run_1/pdn.png
Pins as bars on the die edge.
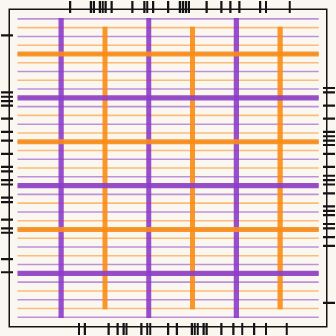
run_1/cell_classes.png
The bar under the picture is 20 um long.
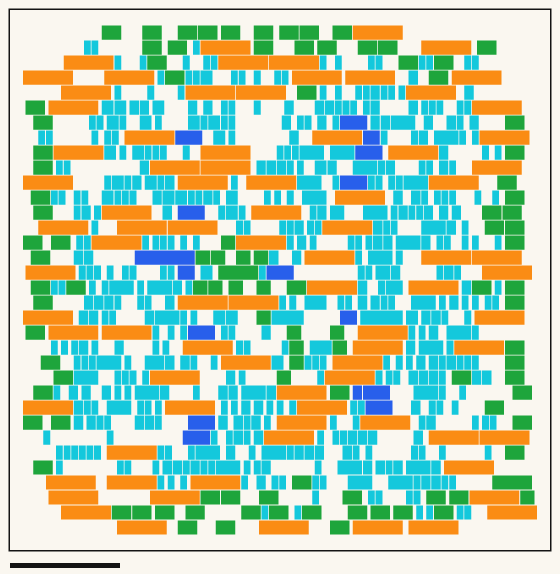
run_1/clock_map.png
The bar under the picture is 20 um long.
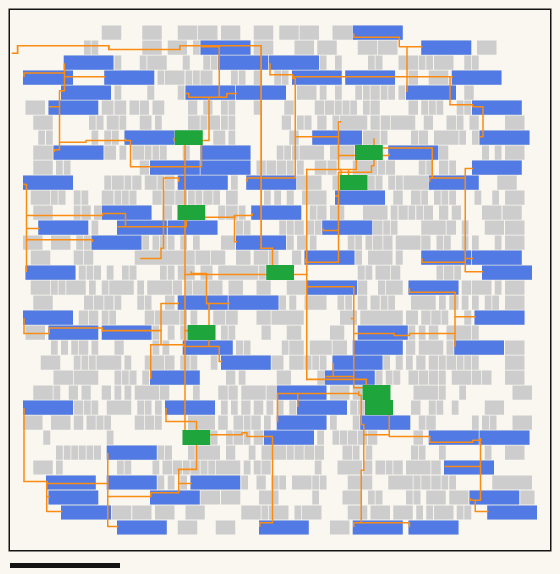
==> config.mk <==
export PLATFORM = sky130hd
export DESIGN_NAME = proj_min_tracker
export DESIGN_NICKNAME = d
export VERILOG_FILES = /design/src/rtl/proj_min_tracker.sv
export SDC_FILE = /design/constraint.sdc
export NUM_CORES = 1
export LEC_CHECK = 0
export ABC_AREA = 1
export CAP_MARGIN = 5
export CORE_MARGIN = 2
export CORE_UTILIZATION = 53
export CTS_CLUSTER_DIAMETER = 200
export DETAILED_ROUTE_END_ITERATION = 12
export GPL_ROUTABILITY_DRIVEN = 0
export PLACE_DENSITY_LB_ADDON = 0.1
export SLEW_MARGIN = 25
export SYNTH_ARGS = -nofsm -noshare
export SYNTH_HDL_FRONTEND = slang
export SYNTH_SLANG_ARGS = --single-unit
==> constraint.sdc <==
create_clock -name clk -period 2.3 [get_ports clk]
set_input_delay 0.345 -clock clk [delete_from_list [all_inputs] [get_ports clk]]
set_output_delay 0.345 -clock clk [all_outputs]
set_load 0.02 [all_outputs]
==> impl_metrics.csv, run 1 <==
group,metric,value,unit
sta,hold_violations,0,
setup_path,r2r_cells,13,
logic_synthesis,synth_area,4678,um2
global_route,grt-ovfl-total,0,
route,ant_nets,0,
logic_synthesis,yosys.area_share.adder,8.291,%
cts,numCtsBuffers,9,
min_path,hp-class,"primary input to asynchronous set/reset pin",
pwr,total_power,4316,uW
logic_synthesis,yosys_area,4678,um2
place,dp.cells,811,
pwr,p_per_area,727.3,nW/um2
logic_synthesis,ys_seq_share,44.40,%
logic_synthesis,xor_area_share,0,%
logic_synthesis,async_reset_ff_share,100.0,%
setup_path,regToRegSetupSlack,0.24,ns
route,dr.pass1.iters,4,
final_layout,layout-drive-gt1-share,6.537,%
cts,cts_hold_buf,0,
setup_path,criticalPathCategory,"primary input to flop",
cts,cts_sinks,83,
logic_synthesis,simple_gate_share,34.10,%
cts,htree_levels,3,
final_layout,nNetsFinal,790,
sta,maxSlewViolCount,0,
cts,postCtsSetupBuffers,0,
place,dpl.hpwl,8051,um
floorplan,die_area,9594,um2
cts,clk_pin_slew,0.09,ns
global_route,grt_first_pass_wirelength,19940,um
logic_synthesis,ys.flops,83,
cts,cts_root_buf,"clkbuf_8",
logic_synthesis,top_cell,"nand2_1",
job,drv_cap,0,
sta,fin_crit_sh,91.58,%
place,numPortBuffers,86,
global_route,antenna_found_initial,0,
final_layout,syn2layout_area_growth,26.85,%
global_route,grt_start_max_net_pins,84,
sta,final-setup-viol-count,0,
run_status,outcome,"completed",
logic_synthesis,fp_nets,703,
logic_synthesis,synth.distinct_cells,22,
route,avgRoutedWirePerCell,13.99,um
final_layout,post_layout_nonfiller_instances,827,
setup_path,cp_max_fo,12,
global_route,grt_pass1_vias,4393,
logic_synthesis,dominantRegCellSynth,"dfrtp_1",
logic_synthesis,synth.avg_cell_area,7.461,um2
cts,cts_buffer_depth,2,
route,drt_iter0_markers,172,
setup_path,worstPathRequired,2.54,ns
logic_synthesis,synth_top_area_share,44.40,%
global_route,track_usage,25.38,%
logic_synthesis,logic_family,"simple AND/OR/NAND/NOR gates",
logic_synthesis,ys_sh_aoi,3.022,%
job,warnings,26,
setup_path,worst_ep_arrival_time,2.35,ns
logic_synthesis,netlist_top_cells_count,"nand2_1 (226), nand3_1 (105), inv_1 (91), dfrtp_1 (83), ha_1 (31)",
cts,cts_tree,"built",
logic_synthesis,yosys-mux-area-fraction,0,%
floorplan,ios,87,
logic_synthesis,synth.area.top_cells,"dfrtp_1 (44%), nand2_1 (18%), nand3_1 (11%), ha_1 (8.3%), inv_1 (7.3%)",
final_layout,lay_top_cells,"nand2_1 (226), nand3_1 (105), inv_1 (91)",
setup_path,startpoint_type,"primary input",
route,route.detailed.drc,0,
Notes on pdn.png above:
| net | colour |
|---|---|
| VDD | orange |
| VSS | purple |
signal pins: 87
met1 rails: 35
rows: 34
Die H: 97.95 um
CORE AREA: 8636 um2
Die W: 97.95 um
Peak VDD IR: 0.0003495 V

Notes on cell_classes.png above:
| class | colour | cells | share of their area |
|---|---|---|---|
| flip-flops | orange | 83 | 36% |
| other buffers and delay cells | green | 104 | 18% |
| clock drivers and dummy loads | blue | 16 | 3.7% |
| all other logic | cyan | 516 | 43% |
Final Core Density: 68.72%
# rows: 34
fin area: 5934 um2

Notes on clock_map.png above:
[clock wires] orange | length: 1090 um
[flip-flops] blue | count: 83
[cells driving clock nets] green | count: 9
flops lie: all over the die
routed clock nets: 10
clock group share of total power: 25.9%
Clock group: 1120 uW
clock skew: 0.01274 ns
clk latency late pin: 0.36 ns

-- run 1: metal layers --
layer / track usage, % / vias up / share of wire, %
li1: - / 2158 / -
met2: 43.05 / 144 / 48
met5: 0 / - / 0
met3: 3.006 / 20 / 5.7
met4: 9.722 / 0 / 2.2
met1: 33.46 / 2009 / 44
-- run 1: where the power goes --
part	internal [uW]	switching (uW)
registers	1670	113
clock network	566	554
logic	586	833
-- run 1: what timing repair did --
| action | 4_1_cts | 5_1_grt |
|---|---|---|
| gates resized | 0 | 3 |
| endpoints found under the setup margin | 0 | 7 |
| endpoints found under the hold margin | 0 | 0 |
-- run 1: through the flow --
stage	cell area (um2)	TNS [ns]	setup WS, ns	hold slack (ns)
after floorplan	4678	0	0.4519	0.04941
after global placement	5704	-6.812	-0.1190	0.4176
after detailed placement	5704	-11.51	-0.1886	0.4169
after CTS	5917	0	0.1644	0.03214
after global routing	5934	0	0.02630	0.02619
final	5934	0	0.1937	0.01055
-- run 1: worst max-delay path: stages --
cell,delay [ns]
clkdlybuf4s50_1,0.45
ha_1,0.34
nand4_1,0.10
inv_1,0.08
nand2_1,0.12
nor4_4,0.19
nand2_2,0.10
nand2_2,0.12
buf_4,0.20
nand3_1,0.13
nand3_1,0.12
nand2_1,0.06
-- run 1: kinds of logic after synthesis --
logic type | Yosys count
AND/OR/NAND/NOR | 367
flip-flops | 83
buffers and inverters | 121
AND-OR/OR-AND | 25
adder cells (fa/ha/maj) | 31
-- run 1: layout make-up --
cell class | count | area, um2 | share of cell area, %
sequential | 83 | 2077 | 35.00
clock inverter | 5 | 61.31 | 1.033
clock buffer | 11 | 151.4 | 2.551
multi-input combinational | 423 | 2142 | 36.10
tap | 108 | 135.1 | 2.277
timing repair buffer | 104 | 1018 | 17.16
inverter | 93 | 349.1 | 5.882
==> run 1 -> run 2 <==
Settings changed: CAP_MARGIN 5 to 30.
run_2/clock_map.png
The bar under the picture is 20 um long.
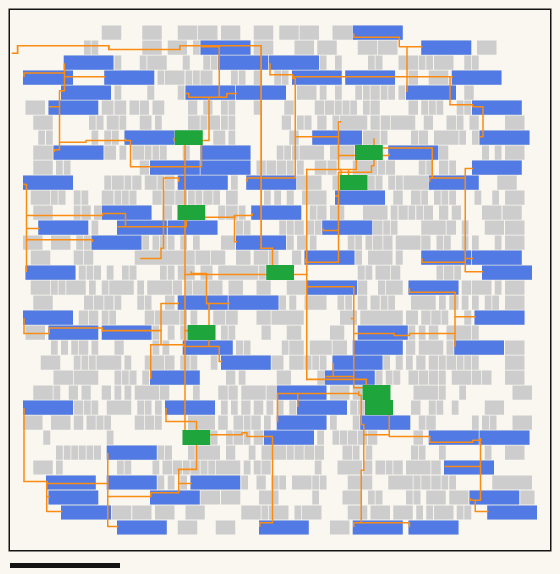
[flip-flops] blue | count: 83
[clock wires] orange | length: 1090 um
[cells driving clock nets] green | count: 9
routed clock nets: 10
flops lie: all over the die

==> impl_metrics.csv, run 2 <==
group,metric,value,unit
floorplan,fp.dieW,97.95,um
final_layout,syn2layout_area_growth,26.85,%
sta,final-setup-viol-count,0,
logic_synthesis,xor_area_share,0,%
global_route,grt_start_max_net_pins,84,
logic_synthesis,synth.avg_cell_area,7.461,um2
setup_path,r2r_cells,13,
pwr,pwr-share-comb,32.9,%
setup_path,regToRegSetupSlack,0.24,ns
global_route,antenna_found_initial,0,
sta,maxSlewViolCount,0,
cts,htree_levels,3,
route,avgRoutedWirePerCell,13.99,um
cts,cts_sinks,83,
pwr,power.switching,1500,uW
pwr,pwr-share-clk,25.9,%
sta,fin_setup_tns,0,ns
pwr,clock_power,1120,uW
pwr,p_per_area,727.3,nW/um2
global_route,grt-ovfl-total,0,
logic_synthesis,netlist_top_cells_count,"nand2_1 (226), nand3_1 (105), inv_1 (91), dfrtp_1 (83), ha_1 (31)",
run_status,outcome,"completed",
setup_path,cp_max_fo,12,
logic_synthesis,dominantRegCellSynth,"dfrtp_1",
floorplan,ios,87,
logic_synthesis,async_reset_ff_share,100.0,%
logic_synthesis,yosys_area,4678,um2
setup_path,criticalPathCategory,"primary input to flop",
floorplan,coreArea,8636,um2
global_route,grt_first_pass_wirelength,19940,um
cts,numCtsBuffers,9,
logic_synthesis,synth_area,4678,um2
route,route.detailed.drc,0,
sta,holdWs,0.01055,ns
logic_synthesis,synth.area.top_cells,"dfrtp_1 (44%), nand2_1 (18%), nand3_1 (11%), ha_1 (8.3%), inv_1 (7.3%)",
route,drt_iter0_markers,172,
pwr,seq_power_share,41.2,%
final_layout,lay_top_cells,"nand2_1 (226), nand3_1 (105), inv_1 (91)",
run 2: cell counts after synthesis:
Identical to the previous run, type by type.
run 2: layout make-up:
| class | count | share of cell area [%] |
|---|---|---|
| Multi-Input combinational cell | 423 | 36.10 |
| Sequential cell | 83 | 35.00 |
| Tap cell | 108 | 2.277 |
| Clock inverter | 5 | 1.033 |
| Timing Repair Buffer | 104 | 17.16 |
| Clock buffer | 11 | 2.551 |
| Inverter | 93 | 5.882 |
run 2: cell families (layout without fill, tap and decap cells):
group / count (synthesis) / in the layout
buf+inv: 121 / 213
compound gates: 25 / 25
flops: 83 / 83
fa+ha+maj: 31 / 31
simple gates: 367 / 367
run 2: through the flow:
step	area, um2	utilization [%]	total power, uW	setup WS [ns]	std cells
2_1_floorplan	4678	-	2683	0.4519	627
3_3_place_gp	5704	66.05	3155	-0.1190	811
3_5_place_dp	5704	66.05	3213	-0.1886	811
4_1_cts	5917	68.52	4336	0.1644	827
5_1_grt	5934	68.72	4619	0.02630	827
6_report	5934	68.72	4316	0.1937	827
run 2: layer usage:
layer,track usage [%],routed length [um],vias to the layer above
li1,-,-,2158
met1,33.46,5059,2009
met2,43.05,5605,144
met3,3.006,657,20
met4,9.722,249,0
met5,0,0,-
run 2: critical path, stage by stage:
cell             delay, ns
clkdlybuf4s50_1       0.45
ha_1                  0.34
nand4_1               0.10
inv_1                 0.08
nand2_1               0.12
nor4_4                0.19
nand2_2               0.10
nand2_2               0.12
buf_4                 0.20
nand3_1               0.13
nand3_1               0.12
nand2_1               0.06
run 2: what timing repair did:
| action | 4_1_cts | 5_1_grt |
|---|---|---|
| setup endpoints to repair | 0 | 7 |
| gates resized | 0 | 3 |
| endpoints found under the hold margin | 0 | 0 |
| setup buffers | 0 | 0 |
Power and IR drop assume default switching activity.
